### src/rtl/spi_slave_if.sv
// SPI slave serial front end: deserialises select+payload frames into RAM command
// words and serialises the RAM read byte back onto MISO.
module spi_slave_if #(
  parameter int unsigned RX_WIDTH = 10,
  parameter int unsigned TX_WIDTH = 8
) (
  input  logic                clk,
  input  logic                rst,
  input  logic                ss_n,
  input  logic                mosi,
  output logic                miso,
  output logic [RX_WIDTH-1:0] rx_data,
  output logic                rx_valid,
  input  logic [TX_WIDTH-1:0] tx_data,
  input  logic                tx_valid
);

  localparam int unsigned RX_CNT_W = $clog2(RX_WIDTH);
  localparam int unsigned TX_CNT_W = $clog2(TX_WIDTH);
  localparam int unsigned SHIFT_W  = RX_WIDTH - 1;

  typedef enum logic [2:0] {
    IDLE,
    CHK_CMD,
    WRITE,
    READ_ADD,
    READ_DATA
  } state_t;

  state_t                state;
  logic [RX_CNT_W-1:0]   bit_cnt;
  logic [SHIFT_W-1:0]    rx_shift;
  logic                  rx_done;
  logic                  rd_addr_seen;
  logic [TX_WIDTH-1:0]   tx_shift;
  logic [TX_CNT_W-1:0]   tx_cnt;
  logic                  tx_busy;
  logic                  tx_done;

  always_ff @(posedge clk or posedge rst) begin
    if (rst) begin
      state        <= IDLE;
      bit_cnt      <= '0;
      rx_shift     <= '0;
      rx_done      <= 1'b0;
      rd_addr_seen <= 1'b0;
      tx_shift     <= '0;
      tx_cnt       <= '0;
      tx_busy      <= 1'b0;
      tx_done      <= 1'b0;
      miso         <= 1'b0;
      rx_data      <= '0;
      rx_valid     <= 1'b0;
    end else begin
      rx_valid <= 1'b0;
      // Slave deselect ends the frame from any active state and drops pending transmit.
      if (state != IDLE && ss_n) begin
        state    <= IDLE;
        bit_cnt  <= '0;
        rx_shift <= '0;
        rx_done  <= 1'b0;
        tx_shift <= '0;
        tx_cnt   <= '0;
        tx_busy  <= 1'b0;
        tx_done  <= 1'b0;
        miso     <= 1'b0;
      end else begin
        case (state)
          IDLE: begin
            if (!ss_n) state <= CHK_CMD;
          end
          CHK_CMD: begin
            if (!mosi)             state <= WRITE;
            else if (rd_addr_seen) state <= READ_DATA;
            else                   state <= READ_ADD;
          end
          WRITE, READ_ADD, READ_DATA: begin
            if (!rx_done) begin
              rx_shift <= SHIFT_W'({rx_shift, mosi});
              if (bit_cnt == RX_CNT_W'(RX_WIDTH - 1)) begin
                rx_data  <= {rx_shift, mosi};
                rx_valid <= 1'b1;
                rx_done  <= 1'b1;
                if (state == READ_ADD)       rd_addr_seen <= 1'b1;
                else if (state == READ_DATA) rd_addr_seen <= 1'b0;
              end else begin
                bit_cnt <= bit_cnt + RX_CNT_W'(1);
              end
            end else if (state == READ_DATA) begin
              // Latch the first valid read byte once, then shift it out MSB first.
              if (tx_busy) begin
                miso     <= tx_shift[TX_WIDTH-1];
                tx_shift <= {tx_shift[TX_WIDTH-2:0], 1'b0};
                if (tx_cnt == TX_CNT_W'(TX_WIDTH - 1)) begin
                  tx_busy <= 1'b0;
                  tx_done <= 1'b1;
                end else begin
                  tx_cnt <= tx_cnt + TX_CNT_W'(1);
                end
              end else begin
                miso <= 1'b0;
                if (!tx_done && tx_valid) begin
                  tx_shift <= tx_data;
                  tx_busy  <= 1'b1;
                end
              end
            end
          end
          default: state <= IDLE;
        endcase
      end
    end
  end

endmodule
### config.mk
export PLATFORM = sky130hd
export DESIGN_NAME = spi_slave_if
export DESIGN_NICKNAME = d
export VERILOG_FILES = /design/src/rtl/spi_slave_if.sv
export SDC_FILE = /design/constraint.sdc
export NUM_CORES = 1
export LEC_CHECK = 0
export CAP_MARGIN = 25
export CELL_PAD_IN_SITES_DETAIL_PLACEMENT = 1
export CELL_PAD_IN_SITES_GLOBAL_PLACEMENT = 2
export CORE_AREA = 2 2 83 85
export DETAILED_ROUTE_END_ITERATION = 6
export DIE_AREA = 0 0 85 87
export GPL_TIMING_DRIVEN = 0
export HOLD_SLACK_MARGIN = 0.03
export PLACE_DENSITY = 0.95
export SLEW_MARGIN = 20
export SYNTH_ARGS = -nofsm -noshare
export SYNTH_HDL_FRONTEND = slang
export SYNTH_SLANG_ARGS = --single-unit
### constraint.sdc
create_clock -name clk -period 3.2 [get_ports clk]
set_input_delay 0.64 -clock clk [delete_from_list [all_inputs] [get_ports clk]]
set_output_delay 0.64 -clock clk [all_outputs]
set_load 0.01 [all_outputs]
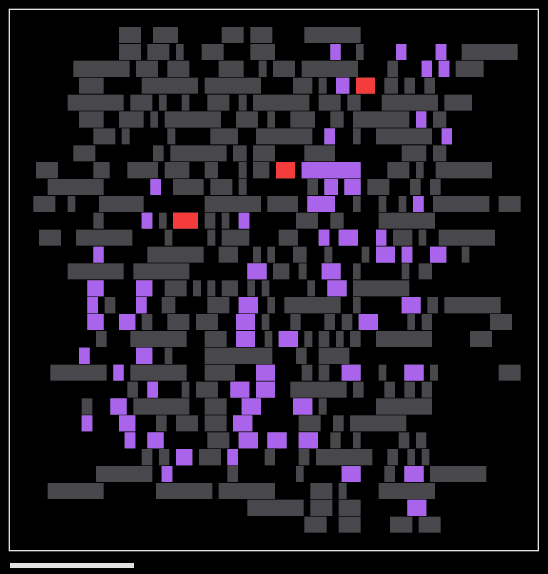
Fig. 1. Gate families picked out.
Scale bar: 20 um.
red -> AND-OR and OR-AND gates  # cells 3
purple -> inverting AOI/OAI gates  # cells 65, most used a21oi_1
Comb area share: 43.3%
fin cells: 371

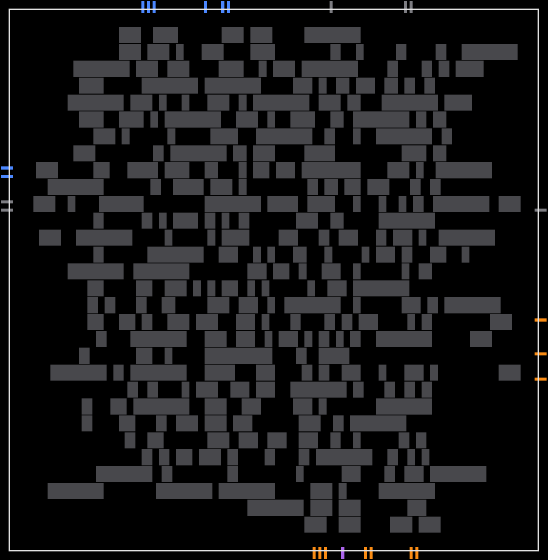
Fig. 2. I/O pins on the die edge.
Pins as bars across the die edge, other pins in gray.
blue -> tx_data  # pins 8, direction input, edge 6 north, 2 west
purple -> rx_valid  # pins 1, direction output, edge south
orange -> rx_data  # pins 10, direction output, edge 7 south, 3 east
all pins by edge = 9 north, 8 south, 4 west, 4 east
IO buf count: 24
Die X: 85 um
Die Height: 87 um

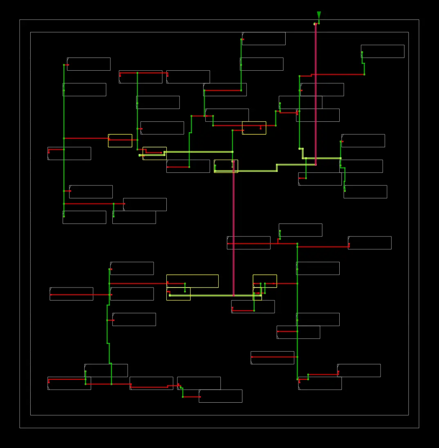
Fig. 3. Clock wiring as the flow saved it.
Skew-Pair Late Insertion Delay: 300 ps
Clock group: 0.451 mW

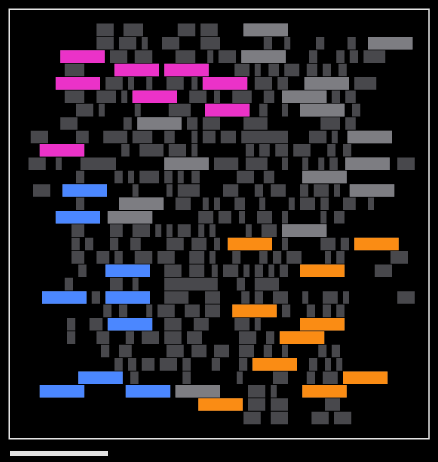
Fig. 4. Register map, names as in the netlist.
Scale bar: 20 um.
blue -> rx_shift  # flops 9
magenta -> tx_shift  # flops 8
orange -> rx_data  # flops 10
not colored = 16
Seq group: 0.685 mW
post-layout util: 45.1%
register area: 1080 um2

==> critical path: cells and delay by family <==
kind,cells,cell delay (ps)
AND-OR/OR-AND,2,440
buffers and inverters,4,1690
==> layout make-up <==
cell class / count / area, um2
buffer: 25 / 101
timing repair buffer: 25 / 260
clock buffer: 6 / 82.6
clock inverter: 2 / 35.0
sequential: 43 / 1080
tap: 80 / 100
fill: 744 / 3600
multi-input combinational: 183 / 1280
inverter: 7 / 26.3
==> report_power, final <==
| group | internal (mW) | switching [mW] |
|---|---|---|
| logic | 0.176 | 0.216 |
| clock network | 0.253 | 0.198 |
| registers | 0.622 | 0.0636 |
| total | 1.05 | 0.477 |
==> kinds of logic (layout without fill, tap and decap cells) <==
family,after synthesis,in the layout,share of synthesized area [%]
AOI/OAI and AO/OA,68,68,20.2
buffers and inverters,32,65,5.14
DFF,43,43,43.4
and+or+nand+nor,93,93,21.6
muxes,18,18,7.67
adders and majority gates,4,4,2.02
==> worst max path at each step <==
stage | from | endpoint
6_report | ss_n | rx_shift[5]
5_1_grt | ss_n | rx_shift[2]
3_3_place_gp | ss_n | tx_done
4_1_cts | ss_n | rx_shift[5]
3_5_place_dp | ss_n | rx_shift[5]
2_1_floorplan | ss_n | tx_shift[0]
==> metal layers <==
metal / vias up / part of all wire, % / wire length, um
met5: - / 0 / 0
met4: 0 / 1.2 / 80
met3: 6 / 2.5 / 171
met2: 34 / 48 / 3250
met1: 1084 / 48 / 3210
li1: 1041 / - / -
==> sequential cells by signal (all words and copies together) (netlist names), 3 cells and up <==
name,flops
rx_shift,9
tx_shift,8
state,3
rx_data,10
tx_cnt,3
bit_cnt,4
==> deck_impl_summary.md <==
Flow Results at a Glance

Worst setup path
  – CP Capture Type: register
  – Worst Reg2Reg Path Length in Cells: 5
  – Slowest stage cell, crit path: clkdlybuf4s50_1
  – R2r setup slk: between 900 and 1000 ps
  – Cell breakdown of the critical path: clkdlybuf4s50_1 -> clkbuf_1 -> o31a_1 -> buf_2 -> buf_1 -> a21oi_1
  – Crit Path Class: in2reg

Flow run
  – Max-cap violations: 0

Synth
  – Synth area leader: dfrtp_1
  – Biggest area cells: dfrtp_1 (43%), nand3_1 (6.7%), and4b_1 (4.0%)
  – Register share after synthesis: 43.4%
  – Post-synthesis area per instance: 9.62 um2
  – Async S/R FF share, synth: 100%
  – Cell Type Count: between 40 and 50

Routing
  – Drt via density: 5.84
  – Routed wire length: 6710 um

Power and ir drop
  – Leakage: 1.23 nW
  – VDD IR-drop max: ~0.24 mV
  – Power per cell area: 516 nW/um2
  – Pwr Total: 1.53 mW

Timing
  – Post-route minimum period: about 2600 ps
  – Final setup margin: 581 ps
  – Worst-Margin Slew: 862 ps
  – Fin Clk Skew: 10.5 ps

Run status
  – Status: finished, final reports clean

Global routing
  – Largest net degree at the start of global routing: 24
  – Met1 Use GR: roughly a quarter
  – Grt ovf: 0

Cells and area
  – Nets: 307
  – Fraction of layout cells with a size suffix above 1: ~8.6%
  – Most used logic cell in the final layout: dfrtp_1
  – # diodes: 0

Floorplan
  – I/O pin total: 25

Clocking
  – CTS Sinks: 43
  – Reg clk slew, reported paths: 90 ps
  – CTS tree: yes

Min path
  – Min-Delay Endpoint: tx_done
Power figures rest on the tool's default switching activity, not on a simulated workload.
